### Clock wiring as the flow saved it

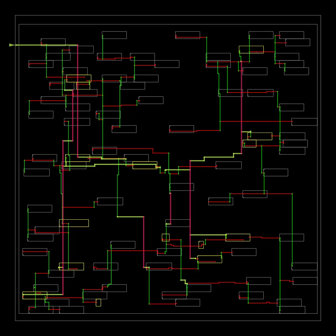
### Clock distribution

Scale: 4 px per um.
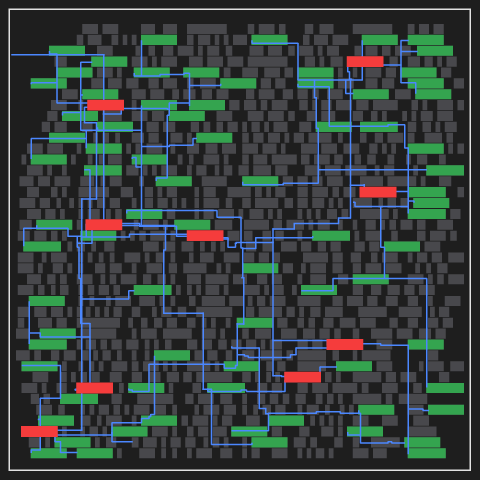
### Metal 2

Scale: 3 px per um. Cells faint in the background.
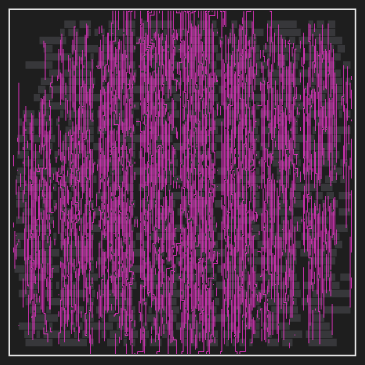
### Pin map

Scale: 2 px per um. Pins as bars across the die edge, other pins in gray.
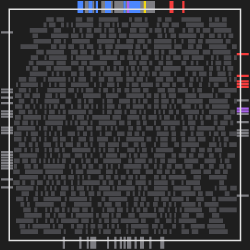
**config.mk**
```make
export PLATFORM = sky130hd
export DESIGN_NAME = uart_cmd_ctrl
export DESIGN_NICKNAME = d
export VERILOG_FILES = /design/src/rtl/uart_cmd_pkg.sv /design/src/rtl/frame_timer.sv /design/src/rtl/uart_cmd_ctrl.sv
export SDC_FILE = /design/constraint.sdc
export NUM_CORES = 1
export LEC_CHECK = 0
export ABC_AREA = 1
export CAP_MARGIN = 15
export CELL_PAD_IN_SITES_DETAIL_PLACEMENT = 1
export CELL_PAD_IN_SITES_GLOBAL_PLACEMENT = 1
export CORE_UTILIZATION = 33
export CTS_CLUSTER_DIAMETER = 40
export DETAILED_ROUTE_END_ITERATION = 10
export PLACE_DENSITY = 0.86
export SETUP_SLACK_MARGIN = 0.3
export SLEW_MARGIN = 20
export SYNTH_ARGS = -nofsm -noshare
export SYNTH_HDL_FRONTEND = slang
export SYNTH_SLANG_ARGS = --single-unit
```
**constraint.sdc**
```tcl
create_clock -name clk -period 1.66 [get_ports clk]
set_input_delay 0.332 -clock clk [delete_from_list [all_inputs] [get_ports clk]]
set_output_delay 0.332 -clock clk [all_outputs]
set_load 0.02 [all_outputs]
```
**src/rtl/uart_cmd_pkg.sv**
```systemverilog
// Shared types and constants for the UART command frame controller.
package uart_cmd_pkg;

    typedef enum logic [2:0] {
        ST_IDLE = 3'd0,
        ST_HDR  = 3'd1,
        ST_DATA = 3'd2,
        ST_CSUM = 3'd3,
        ST_EXEC = 3'd4,
        ST_RESP = 3'd5
    } state_t;

    localparam logic [7:0]  CMD_WR            = 8'h01;
    localparam logic [7:0]  CMD_RD            = 8'h02;
    localparam logic [15:0] WR_ACK_WORD       = 16'h00AC;
    localparam logic [15:0] DEFAULT_SYNC_WORD = 16'hA55A;

    function automatic logic frame_ok(input logic [15:0] hdr, input logic [15:0] data,
                                      input logic [15:0] csum);
        return (csum == (hdr ^ data)) && ((hdr[15:8] == CMD_WR) || (hdr[15:8] == CMD_RD));
    endfunction

endpackage

```
**src/rtl/frame_timer.sv**
```systemverilog
// Inter-word idle timer: counts cycles while enabled and pulses once the
// idle gap reaches TIMEOUT_CYCLES. A restart or disable clears the count.
module frame_timer #(
    parameter int TIMEOUT_CYCLES = 34720
) (
    input  logic clk,
    input  logic rst_n,
    input  logic restart_i,
    input  logic enable_i,
    output logic expired_o
);

    localparam int CW = $clog2(TIMEOUT_CYCLES + 1);
    localparam logic [CW-1:0] LAST = CW'(TIMEOUT_CYCLES - 1);

    logic [CW-1:0] cnt_q, cnt_d;

    always_comb begin
        cnt_d = cnt_q;
        if (restart_i || !enable_i) begin
            cnt_d = '0;
        end else if (cnt_q != LAST) begin
            cnt_d = cnt_q + CW'(1);
        end
    end

    // Expiry is suppressed when a word arrives in the same cycle.
    assign expired_o = enable_i && !restart_i && (cnt_q == LAST);

    always_ff @(posedge clk or negedge rst_n) begin
        if (!rst_n) begin
            cnt_q <= '0;
        end else begin
            cnt_q <= cnt_d;
        end
    end

endmodule

```
**src/rtl/uart_cmd_ctrl.sv**
```systemverilog
// Parses sync/header/data/checksum frames into single register read/write
// transactions and returns one response word per frame.
module uart_cmd_ctrl
    import uart_cmd_pkg::*;
#(
    parameter int          CLK_FREQ       = 100_000_000,
    parameter int          BAUD           = 115_200,
    parameter int          TIMEOUT_CYCLES = (CLK_FREQ / BAUD) * 40,
    parameter logic [15:0] SYNC_WORD      = DEFAULT_SYNC_WORD
) (
    input  logic        clk,
    input  logic        rst_n,
    input  logic [15:0] i_rx_data,
    input  logic        i_rx_valid,
    output logic        o_reg_wr,
    output logic        o_reg_rd,
    output logic [7:0]  o_reg_addr,
    output logic [15:0] o_reg_wdata,
    input  logic        i_reg_ack,
    input  logic [15:0] i_reg_rdata,
    output logic [15:0] o_resp_data,
    output logic        o_resp_valid,
    input  logic        i_resp_ready,
    output logic [7:0]  o_err_cnt,
    output logic        o_busy,
    output logic [2:0]  o_dbg_state
);

    // Handshakes: the request (o_reg_wr/o_reg_rd) holds until the cycle
    // i_reg_ack is sampled high; the response transfers on the cycle
    // o_resp_valid and i_resp_ready are both high.

    state_t      state_q, state_d;
    logic [15:0] hdr_q, hdr_d;
    logic [15:0] data_q, data_d;
    logic [15:0] resp_q, resp_d;
    logic        wr_q, wr_d;
    logic        rd_q, rd_d;
    logic [7:0]  err_cnt_q, err_cnt_d;
    logic        err_evt;
    logic        timer_en;
    logic        timer_exp;

    assign timer_en = (state_q == ST_HDR) || (state_q == ST_DATA) || (state_q == ST_CSUM);

    frame_timer #(
        .TIMEOUT_CYCLES(TIMEOUT_CYCLES)
    ) u_timer (
        .clk      (clk),
        .rst_n    (rst_n),
        .restart_i(i_rx_valid),
        .enable_i (timer_en),
        .expired_o(timer_exp)
    );

    always_comb begin
        state_d = state_q;
        hdr_d   = hdr_q;
        data_d  = data_q;
        resp_d  = resp_q;
        wr_d    = wr_q;
        rd_d    = rd_q;
        err_evt = 1'b0;
        case (state_q)
            ST_IDLE: begin
                if (i_rx_valid && (i_rx_data == SYNC_WORD)) state_d = ST_HDR;
            end
            ST_HDR: begin
                if (i_rx_valid) begin
                    hdr_d   = i_rx_data;
                    state_d = ST_DATA;
                end else if (timer_exp) begin
                    err_evt = 1'b1;
                    state_d = ST_IDLE;
                end
            end
            ST_DATA: begin
                if (i_rx_valid) begin
                    data_d  = i_rx_data;
                    state_d = ST_CSUM;
                end else if (timer_exp) begin
                    err_evt = 1'b1;
                    state_d = ST_IDLE;
                end
            end
            ST_CSUM: begin
                if (i_rx_valid) begin
                    if (frame_ok(hdr_q, data_q, i_rx_data)) begin
                        wr_d    = (hdr_q[15:8] == CMD_WR);
                        rd_d    = (hdr_q[15:8] == CMD_RD);
                        state_d = ST_EXEC;
                    end else begin
                        err_evt = 1'b1;
                        state_d = ST_IDLE;
                    end
                end else if (timer_exp) begin
                    err_evt = 1'b1;
                    state_d = ST_IDLE;
                end
            end
            ST_EXEC: begin
                err_evt = i_rx_valid;
                if (i_reg_ack) begin
                    resp_d  = rd_q ? i_reg_rdata : WR_ACK_WORD;
                    wr_d    = 1'b0;
                    rd_d    = 1'b0;
                    state_d = ST_RESP;
                end
            end
            ST_RESP: begin
                err_evt = i_rx_valid;
                if (i_resp_ready) state_d = ST_IDLE;
            end
            default: state_d = ST_IDLE;
        endcase
    end

    always_comb begin
        err_cnt_d = err_cnt_q;
        if (err_evt && (err_cnt_q != 8'hFF)) err_cnt_d = err_cnt_q + 8'd1;
    end

    always_ff @(posedge clk or negedge rst_n) begin
        if (!rst_n) begin
            state_q   <= ST_IDLE;
            hdr_q     <= '0;
            data_q    <= '0;
            resp_q    <= '0;
            wr_q      <= 1'b0;
            rd_q      <= 1'b0;
            err_cnt_q <= '0;
        end else begin
            state_q   <= state_d;
            hdr_q     <= hdr_d;
            data_q    <= data_d;
            resp_q    <= resp_d;
            wr_q      <= wr_d;
            rd_q      <= rd_d;
            err_cnt_q <= err_cnt_d;
        end
    end

    assign o_reg_wr     = wr_q;
    assign o_reg_rd     = rd_q;
    assign o_reg_addr   = hdr_q[7:0];
    assign o_reg_wdata  = data_q;
    assign o_resp_data  = resp_q;
    assign o_resp_valid = (state_q == ST_RESP);
    assign o_err_cnt    = err_cnt_q;
    assign o_busy       = (state_q != ST_IDLE);
    assign o_dbg_state  = state_q;

endmodule

```
==> job_summary.md <==
## Implementation flow summary

| Metric | Value |
|---|---|
| Max Clock Skew | `17.6 ps` |
| CTS clk-pin slew, worst paths | `70 ps` |
| Setup-failing EPs final | `44` |
| CTS tree | `built` |
| Worst EP arrival | `2410 ps` |
| GRT met1 Usage | `0.335` |
| PnR worst setup slack | `-532 ps` |
| Most Crowded Layer GR | `met2` |
| Finished Cell Area | `8050 um^2` |
| Logic cell area | `2940 um^2` |
| Post-detailed-route wirelength per cell | `28.6 um` |
| Drt initial violations | `417` |
| Failing checks | `negative setup slack` |
| Pre-antenna DRT Iters | `6` |
| Status | `complete, but fails checks` |
| Vias in the first global route | `5810` |
| Top cell excl fill/tap | `nand2_1` |
| Sequential cell area | `1940 um^2` |
| Synth-to-Final Area Change | `91.4%` |
| Total gr overflow | `0` |
| Fillcell total | `1426` |
| Fmax | `0.456 GHz` |
| Setup_tns | `-7600 ps` |
| Floorplan Utilization | `0.344` |
## Picture notes: 'Clock wiring as the flow saved it'
Late-Pin Clk Latency: 370 ps
Clock buffer cells: 11
CTS Buf Count: 9
Seq cells: 77

## Picture notes: 'Clock distribution'
red -> clock drivers  # count 9
blue -> clock wires  # length 1590 um
green -> flip-flops  # count 77
routed clock nets = 10

## Picture notes: 'Metal 2'
wire length on this layer = 13400 um
nets with wire on the layer = 840
main direction = vertical
longest straight run = 50.7 um
share of all routed wire = 47%
met2 GRT Util: 0.560
final WL: 28.8 mm

## Picture notes: 'Pin map'
red -> o_err_cnt  # pins 8, direction output, edge 5 right, 3 top
blue -> i_reg_rdata  # pins 16, direction input, edge top
purple -> o_dbg_state  # pins 3, direction output, edge 2 right, 1 top
yellow -> i_resp_ready  # pins 1, direction input, edge top
all pins by edge = 40 top, 20 left, 18 bottom, 14 right
die height: 115 um
Die Wd: 115 um

-- through the flow --
stage          instances  total power [uW]  setup slack [ps]  utilization
6_report            1005             12400              -532        0.659
4_1_cts              947              9500              21.2        0.559
3_5_place_dp         883              6820              -457        0.468
2_1_floorplan        590              5020               152            -
5_1_grt             1005             12700              -596        0.659
3_3_place_gp         883              6580              -388        0.468
-- final timing paths --
kind | startpoint | end | slack, ps
worst min-delay path | i_rx_data[1] | o_reg_wdata[1] | 460
min in group asynchronous | rst_n | hdr_q[0] | 500
worst max register to register | u_timer.cnt_q[0] | u_timer.cnt_q[6] | -530
worst min register to register | o_resp_data[8] | o_resp_data[8] | 530
max in group asynchronous | rst_n | o_dbg_state[2] | 500
worst max-delay path | u_timer.cnt_q[0] | u_timer.cnt_q[6] | -530
-- state kept, by name, summed over array words and instances, names as in the netlist --
name           cells
o_dbg_state        3
o_err_cnt          8
o_reg_wdata       16
u_timer.cnt_q     16
o_reg_wr           1
o_reg_rd           1
hdr_q             16
o_resp_data       16
-- synthesized netlist by cell type (5+ instances only) --
| library cell | n | area share |
|---|---|---|
| nand2_1 | 211 | 0.19 |
| dfrtp_1 | 77 | 0.46 |
| inv_1 | 71 | 0.063 |
| o21ai_0 | 59 | 0.070 |
| nand3_1 | 43 | 0.051 |
| nor2_1 | 37 | 0.033 |
| a21oi_1 | 15 | 0.018 |
| clkbuf_1 | 10 | 0.0089 |
| nor3_1 | 10 | 0.012 |
| buf_4 | 8 | 0.014 |
| inv_2 | 8 | 0.0071 |
| xor2_1 | 6 | 0.012 |
| nand2_2 | 5 | 0.0074 |
-- routing by layer --
layer  wire (um)  vias to the layer above  part of all wire
li1            -                     2346                 -
met1       10100                     2879              0.35
met2       13400                      422              0.47
met3        2430                      207             0.084
met4        2830                        2             0.098
met5          13                        -           0.00045
-- kinds of logic after synthesis --
logic type | count (synthesis) | synth area share
simple gates | 322 | 0.323
fa+ha+maj | 2 | 0.00595
buf+inv | 101 | 0.0979
xor+xnor | 8 | 0.0167
flops | 77 | 0.458
compound gates | 80 | 0.0982
-- timing repair --
| item | CTS | global route |
|---|---|---|
| hold buffers | 1 | 0 |
| buffers inserted | 43 | 52 |
| gates resized | 374 | 270 |
| endpoints found under the hold margin | 32 | 0 |
| endpoints found under the setup margin | 132 | 110 |
| gates cloned | 5 | 6 |
| pin swaps | 49 | 52 |
-- tightest hold or removal path: stages --
cell and delay [ps]:
dlygate4sd2_1 260, inv_2 110, o21ai_2 80
-- layout make-up --
class	instances	share of cell area
Multi-Input combinational cell	413	0.365
Inverter	82	0.0404
Timing Repair Buffer	250	0.290
Sequential cell	77	0.241
Clock buffer	11	0.0314
Tap cell	168	0.0261
Clock inverter	4	0.00590
-- where the power goes --
part / internal [uW] / switching (uW)
clock: 1240 / 993
sequential: 2370 / 653
combinational: 3060 / 4060
Power figures rest on the tool's default switching activity, not on a simulated workload.
